--- config.mk ---
export PLATFORM = sky130hd
export DESIGN_NAME = leb128_encoder_flat
export DESIGN_NICKNAME = d
export VERILOG_FILES = /design/src/rtl/leb128_encoder_if.sv /design/src/rtl/leb128_encoder.sv /design/src/flat_wrapper.sv
export SDC_FILE = /design/constraint.sdc
export NUM_CORES = 1
export LEC_CHECK = 0
export CAP_MARGIN = 10
export CORE_MARGIN = 4
export CORE_UTILIZATION = 47
export CTS_BUF_LIST = sky130_fd_sc_hd__clkbuf_8
export DETAILED_ROUTE_END_ITERATION = 10
export GPL_TIMING_DRIVEN = 0
export PLACE_DENSITY = 0.79
export SYNTH_ARGS = -nofsm -noshare
export SYNTH_HDL_FRONTEND = slang
export SYNTH_SLANG_ARGS = --single-unit
--- constraint.sdc ---
create_clock -name clk -period 2.11 [get_ports clk]
set_input_delay 0.211 -clock clk [delete_from_list [all_inputs] [get_ports clk]]
set_output_delay 0.211 -clock clk [all_outputs]
set_load 0.01 [all_outputs]
--- src/rtl/leb128_encoder_if.sv ---
// Handshake bundle for the LEB128 encoder: one operand stream in, one byte stream out.
// With LEB128_ENCODER_PAD_EN defined the bundle also carries the per-operand pad request.
interface leb128_encoder_if #(
    parameter int WIDTH = 64
);
    logic [WIDTH-1:0] in_value;
    logic             in_signed;
    logic             in_valid;
    logic             in_ready;
    logic [7:0]       out_byte;
    logic             out_valid;
    logic             out_ready;
    logic             out_last;
    logic [3:0]       out_index;
`ifdef LEB128_ENCODER_PAD_EN
    logic             pad;

    // Producer of operands and consumer of bytes
    modport master (
        output in_value, in_signed, in_valid, out_ready, pad,
        input  in_ready, out_byte, out_valid, out_last, out_index
    );

    // The encoder itself
    modport slave (
        input  in_value, in_signed, in_valid, out_ready, pad,
        output in_ready, out_byte, out_valid, out_last, out_index
    );
`else
    // Producer of operands and consumer of bytes
    modport master (
        output in_value, in_signed, in_valid, out_ready,
        input  in_ready, out_byte, out_valid, out_last, out_index
    );

    // The encoder itself
    modport slave (
        input  in_value, in_signed, in_valid, out_ready,
        output in_ready, out_byte, out_valid, out_last, out_index
    );
`endif
endinterface

--- src/rtl/leb128_encoder.sv ---
// LEB128 encoder: turns one WIDTH-bit operand (signed or unsigned) into a stream of
// 7-bit groups, least significant first, one byte per accepted output beat.
// Optional feature macro: LEB128_ENCODER_PAD_EN adds a pad input that forces every
// value out as exactly MAXBYTES bytes (fixed-width relocatable immediates).
module leb128_encoder #(
    parameter int WIDTH = 64
) (
    input  logic            clk,
    input  logic            reset,
    leb128_encoder_if.slave bus
);

    // Longest possible encoding for this operand width (10 for 64, 5 for 32)
    localparam int         MAXBYTES   = (WIDTH + 6) / 7;
    localparam logic [3:0] LAST_INDEX = 4'(MAXBYTES - 1);

    typedef enum logic {
        IDLE,
        EMIT
    } state_t;

    state_t           state_q, state_d;
    logic [WIDTH-1:0] shift_q, shift_d;
    logic             signed_q, signed_d;
    logic [3:0]       index_q, index_d;
`ifdef LEB128_ENCODER_PAD_EN
    logic             pad_q, pad_d;
`endif

    logic signed [WIDTH-1:0] shift_s;
    logic [WIDTH-1:0]        rem_arith;
    logic [WIDTH-1:0]        rem_logic;
    logic [WIDTH-1:0]        rem;
    logic                    last_min;
    logic                    at_end;
    logic                    last;

    // Remainder after peeling off the current 7-bit group and the termination decision
    always_comb begin
        shift_s   = shift_q;
        rem_arith = shift_s >>> 7;
        rem_logic = shift_q >> 7;
        rem       = signed_q ? rem_arith : rem_logic;
        if (signed_q) begin
            last_min = ((rem == '0) && !shift_q[6]) || ((rem == '1) && shift_q[6]);
        end else begin
            last_min = (rem == '0);
        end
        // The minimal rule never runs past the final slot for a WIDTH-bit value;
        // stopping there as well keeps the byte count bounded by construction.
        at_end = (index_q == LAST_INDEX);
`ifdef LEB128_ENCODER_PAD_EN
        last = at_end || (!pad_q && last_min);
`else
        last = at_end || last_min;
`endif
    end

    // Next-state and output decode for the IDLE/EMIT controller
    always_comb begin
        state_d  = state_q;
        shift_d  = shift_q;
        signed_d = signed_q;
        index_d  = index_q;
`ifdef LEB128_ENCODER_PAD_EN
        pad_d    = pad_q;
`endif
        bus.in_ready  = 1'b0;
        bus.out_valid = 1'b0;
        bus.out_byte  = 8'h00;
        bus.out_last  = 1'b0;
        bus.out_index = 4'd0;

        case (state_q)
            IDLE: begin
                bus.in_ready = 1'b1;
                if (bus.in_valid) begin
                    shift_d  = bus.in_value;
                    signed_d = bus.in_signed;
                    index_d  = 4'd0;
`ifdef LEB128_ENCODER_PAD_EN
                    pad_d    = bus.pad;
`endif
                    state_d  = EMIT;
                end
            end
            EMIT: begin
                bus.out_valid = 1'b1;
                bus.out_byte  = {~last, shift_q[6:0]};
                bus.out_last  = last;
                bus.out_index = index_q;
                if (bus.out_ready) begin
                    shift_d = rem;
                    index_d = index_q + 4'd1;
                    if (last) begin
                        state_d = IDLE;
                    end
                end
            end
            default: begin
                state_d = IDLE;
            end
        endcase
    end

    // State, shift register and byte counter; reset abandons any value in flight
    always_ff @(posedge clk or posedge reset) begin
        if (reset) begin
            state_q  <= IDLE;
            shift_q  <= '0;
            signed_q <= 1'b0;
            index_q  <= 4'd0;
`ifdef LEB128_ENCODER_PAD_EN
            pad_q    <= 1'b0;
`endif
        end else begin
            state_q  <= state_d;
            shift_q  <= shift_d;
            signed_q <= signed_d;
            index_q  <= index_d;
`ifdef LEB128_ENCODER_PAD_EN
            pad_q    <= pad_d;
`endif
        end
    end

endmodule

--- src/flat_wrapper.sv ---
// flat-port wrapper written by rule: the top's interface ports become plain ports
module leb128_encoder_flat 
#(
    parameter int WIDTH = 64
)
  (clk, reset, bus_in_value, bus_in_signed, bus_in_valid, bus_out_ready, bus_in_ready, bus_out_byte, bus_out_valid, bus_out_last, bus_out_index);
  leb128_encoder_if #(.WIDTH(WIDTH)) bus_i ();
  input  logic clk;
  input  logic reset;
  input wire logic [$bits(bus_i.in_value)-1:0] bus_in_value;
  input wire logic [$bits(bus_i.in_signed)-1:0] bus_in_signed;
  input wire logic [$bits(bus_i.in_valid)-1:0] bus_in_valid;
  input wire logic [$bits(bus_i.out_ready)-1:0] bus_out_ready;
  output wire logic [$bits(bus_i.in_ready)-1:0] bus_in_ready;
  output wire logic [$bits(bus_i.out_byte)-1:0] bus_out_byte;
  output wire logic [$bits(bus_i.out_valid)-1:0] bus_out_valid;
  output wire logic [$bits(bus_i.out_last)-1:0] bus_out_last;
  output wire logic [$bits(bus_i.out_index)-1:0] bus_out_index;
  assign bus_i.in_value = bus_in_value;
  assign bus_i.in_signed = bus_in_signed;
  assign bus_i.in_valid = bus_in_valid;
  assign bus_i.out_ready = bus_out_ready;
  assign bus_in_ready = bus_i.in_ready;
  assign bus_out_byte = bus_i.out_byte;
  assign bus_out_valid = bus_i.out_valid;
  assign bus_out_last = bus_i.out_last;
  assign bus_out_index = bus_i.out_index;
  leb128_encoder #(.WIDTH(WIDTH)) u_core (.clk(clk), .reset(reset), .bus(bus_i));
endmodule
==> impl_metrics.toml <==
# physical design summary
[final_timing]
finalSetupViolCount = 2
worst_pin_slew_ns = 0.8727
slew_headroom_pct = 41.82
fin_ws_ns = -0.1918
holdWs_ns = 0.3211
fin_crit_sh_pct = 109.1
hold_viol = 0
rsz0062_at_grt = "yes"

[finish]
post_route_cells_drive_above_1_share_pct = 15.17
n_all_buffers = 120
sh_seq_area_pct = 35.64
regMostFlops = "u_core.shift_q"
nFillCells = 598
final_area_mm2 = 0.004926
nonClkBufAreaFrac_pct = 21.34
flops = 70
largest_register_ffs = 64
final-seq-area_mm2 = 0.001755
reg_top3 = "u_core.shift_q x64, u_core.index_q x4"

[clocking]
post_cts_resize_count = 26
cts_num_sinks = 70
cts_made_buffers = 9
h-tree-depth = 3
cts_tree = "yes"

[drt]
routedWlPerCell_um = 17.73
drt_iter0_markers = 182
met2_length_um = 4883
highest_layer = "met4"
ant_nets = 0
wl_met3_um = 622
routed_wl_um = 10050

[synthesis]
yosys.area_share.aoi_pct = 11.77
ys_sh_adder_pct = 0.7092
yosys_cells = 355
muxShareOfSynthArea_pct = 16.77
top_area_cell = "dfrtp_1"
edf_count = 0
synth.logic.top_family = "simple AND/OR/NAND/NOR gates"
numSynthFlops = 70
synthMostInstantiatedCell = "dfrtp_1"
area_leaders = "dfrtp_1, mux2i_1, o21ai_0"
ff_type = "dfrtp_1"

[pwr]
power_density_mw_per_mm2 = 1196
internal-power_uw = 3707
power_frac_comb_pct = 39.4
seq-power_uw = 2360
p_sw_uw = 2183
p_leak_uw = 0.002386

[place]
place_inst = 536
gp_congestion = 0.8506
post_dp_cell_area_mm2 = 0.004476
pre_cts_slack_ns = -0.4056
portBuffers = 82
dp_hpwl_um = 7127

[critical_path]
end_kind = "output port"
r2r_slack_ns = 0.33
critical_path.top_delay_family = "simple AND/OR/NAND/NOR gates"
start_kind = "register"
timing.rr.start = "u_core.shift_q[39]"
reg2reg_depth = 5
worstSetupPathDepth = 5

[global_route]
top_usage_layer = "met2"
grt_max_degree = 71
grt_overflow = 0
track_usage_pct = 23.41
antenna_found_initial = 0
grt_util_met1_pct = 30.32
grt_use_met2_pct = 38.81

[worst_hold_path]
min_delay_path_depth = 2
hp-class = "primary input to register"

[floorplan]
die_h_um = 94.65
rows = 31
initial_core_util_pct = 48.39

[status]
violations = "setup timing"
status = "complete, but fails checks"
Fig. 1: supply network
Drawn at 4 px/um. Pins as bars on the die edge.
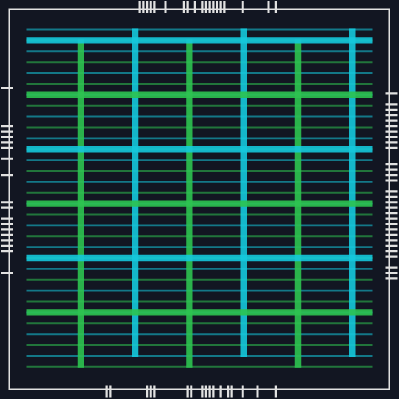
- VSS: green
- VDD: cyan
- met4 straps: 6
- rows: 31

Fig. 2: cell classes on the final placement
Drawn at 3 px/um. Fill, decap, tap and diode cells in grey.
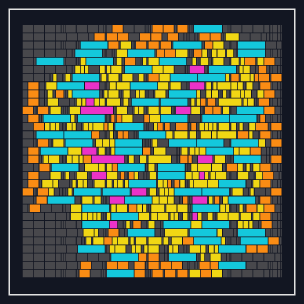
- clock drivers and dummy loads: magenta (cells 16; share of their area 4.6%)
- remaining buffers and delay cells: orange (cells 120; share of their area 22%)
- sequential cells: cyan (cells 70; share of their area 37%)
- remaining logic cells: yellow (cells 262; share of their area 37%)

Fig. 3: routed clock nets over the placement
Drawn at 6 px/um.
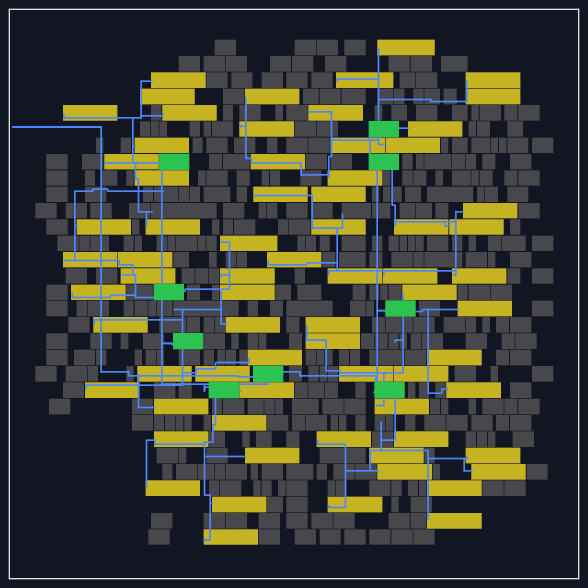
- clock-net drivers: green (count 9)
- flip-flops: yellow (count 70)
- clock wires: blue (length 855 um)
- routed clock nets: 10
Worst Skew: 0.01167 ns
clock share of power: 20.6%
Late-Pin Clk Latency: 0.34 ns
P_clk: 1210 uW

Power figures rest on the tool's default switching activity, not on a simulated workload.
